Design rom_rd_ctrl_flat, sky130hd; sources not shown.
clock_map.png
Drawn at 6 px/micron.
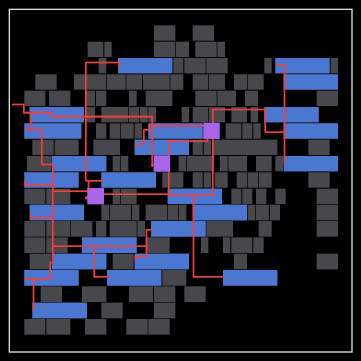
[clock wires] red | length: 277 microns
[cells driving clock nets] purple | count: 3
[flip-flops] blue | count: 24
routed clock nets: 4
worst-skew pair later-pin latency: 0.32 ns
clock share of power: 0.165
Clk. pwr: 0.120 mW

density.png
Drawn at 6 px/micron. The die is cut into 11 by 11 equal tiles; dark blue is low, red is high, 0 to 100% covered.
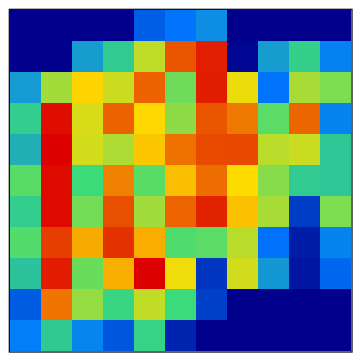
emptiest ninth of the die: lower right
densest ninth of the die: center
nearly empty tiles: 17%
fullest tile: 100%
fp util: 0.464
final core utilization: 0.609

==> impl_metrics.ini <==
; flow metrics
[global_routing]
antenna_found_initial = 0
grt_max_degree = 25
overflow = 0
grt_pass1_vias = 999
grt_pass1_wl_microns = 4390
grt_use_total = 0.176

[worst_setup_path]
crit_arrival_ns = 1.48
required_ns = 4.87
crit_buf_inv = 1
cp_num_cells = 1
path_cells = clkdlybuf4s50_1
r2r_slack_ns = 3.80
worst-r2r-cell-count = 6
criticalPathCategory = reg2out
crit_family = buffers and inverters
critPathMaxFanout = 3
cp-start-kind = flop
slowest_delay_ns = 0.60
slowest_stage = clkdlybuf4s50_1
cp-end-kind = output port

[sta]
period_minus_slack_ns = 2.46
whs_ns = 0.420
max_freq_mhz = 407
fin_setup_tns_ns = 0
hold_violations = 0
period_used_share = 0.420
rsz0062_at_grt = no
report.final.slew_viol_count = 0
setup_viol = 0

[synth]
synth_cells = 122
synth_area_per_cell_sq_um = 10.3
ys.flop_type = dfrtp_1
synthArstFlopShare = 1.00
ys_chip_area_sq_um = 1260
synth-edff-count = 0
ys_types = 36
ys_cells = 122
synth_warnings = 0
ys_seq_share = 0.478
ys.flops = 24
floorplan.nets = 141
netlist_area_sq_um = 1260

[clock_network]
htree_levels = 1
cts.sinks = 24
root_buffer = clkbuf_4
path_clk_slew_ns = 0.14
cts_hold_buf = 0
cts_resized = 0
postCtsSetupRepairBufs = 0
cts_tree = yes
clk_path_buf_depth = 2
cts_made_buffers = 3

[floorplanning]
chipWidth_microns = 56.9
dieArea_sq_um = 3240
die_height_microns = 56.9
core_region_area_sq_um = 2710
io_pins = 34
fp-row-count = 19

[final_layout]
combGateArea_sq_um = 592
layout.area.seq_sq_um = 602
final_cells = 185
fillCellCount = 236
layout.nets = 174
layout-drive-gt1-share = 0.104
n_antenna_cell = 0
synthToLayoutAreaGrowth_pct = 31.1

[hold_path]
hold_path.class = reg2reg
min_path_cells = 1

[detailed_routing]
num_vias = 999
first_pass_iters = 4
antenna_left = 0
drc = 0
wl_per_cell_microns = 14.2
viasPerCell = 5.40
routed_wl_microns = 2620
drt_iter0_markers = 28

[place]
place_congestion = 0.844
port_buffers = 32
place.detailed.hpwl_microns = 1980
place_inst = 180

[job]
warnings = 30
maxCapViolCount = 0

[pwr]
ir_worst_vdd_v = 0.000328
powerDensity_nw_per_um2 = 440
leakage_nw = 0.724

[run_status]
outcome = finished clean
## cells in the final DEF (no fill, tap or decap), types with 3 or more instances in the layout
cell type and count:
clkdlybuf4s50_1 32, o21ai_0 7, clkbuf_4 3, a21oi_1 6
nand3_1 6, ha_1 7, dfrtp_1 23, mux2_2 9
nand2_1 15, mux2i_1 4, nor2_1 3, inv_1 8
## where the power goes
group / internal, mW / switching [mW] / total [mW] / leakage, nW
combinational: 0.173 / 0.188 / 0.361 / 0.395
clock: 0.0693 / 0.0503 / 0.120 / 0.0279
sequential: 0.216 / 0.0295 / 0.246 / 0.302
## cells in the mapped netlist, types with 2 or more instances
master	number	area share
nand2_1	15	0.045
a21oi_1	6	0.024
and2_1	2	0.0099
o211ai_1	2	0.012
o21ai_0	7	0.028
mux2i_1	4	0.032
buf_4	2	0.012
dfrtp_1	23	0.46
mux2_2	9	0.081
nand2b_1	2	0.0099
or3_1	2	0.0099
nand3_1	6	0.024
or4_1	2	0.012
inv_1	8	0.024
ha_1	7	0.070
or2b_1	2	0.012
nor2_1	3	0.0089
and3_1	2	0.0099
## per-layer routing
layer | up-vias | part of all wire | GRT usage | routed length [microns]
met3 | 0 | 0.060 | 0.0576 | 158
li1 | 485 | - | - | -
met4 | 0 | 0 | 0.0332 | 0
met5 | - | 0 | 0 | 0
met2 | 32 | 0.53 | 0.317 | 1380
met1 | 482 | 0.41 | 0.202 | 1080
## cells by family after synthesis
family,count (synthesis),share of synthesized area
AOI/OAI and AO/OA,21,0.101
xor gates and xnor gates,1,0.00696
adders and majority gates,7,0.0696
buffers and inverters,13,0.0517
DFF,24,0.478
muxes,13,0.112
other,1,0.00298
and+or+nand+nor,42,0.177
## stage by stage
step	power [mW]	worst slack [ns]	instance area, sq um
global route	0.775	3.32	1650
detailed placement	0.610	3.18	1580
global placement	0.591	3.24	1580
finish	0.726	3.39	1650
floorplan	0.492	3.79	1260
CTS	0.731	3.37	1640
## area by class of cell
class | count | area share
Sequential cell | 24 | 0.365
Multi-Input combinational cell | 85 | 0.359
Timing Repair Buffer | 33 | 0.203
Tap cell | 31 | 0.0235
Clock inverter | 1 | 0.0182
Inverter | 8 | 0.0182
Clock buffer | 3 | 0.0136
Power is estimated from default activity; no workload was simulated.
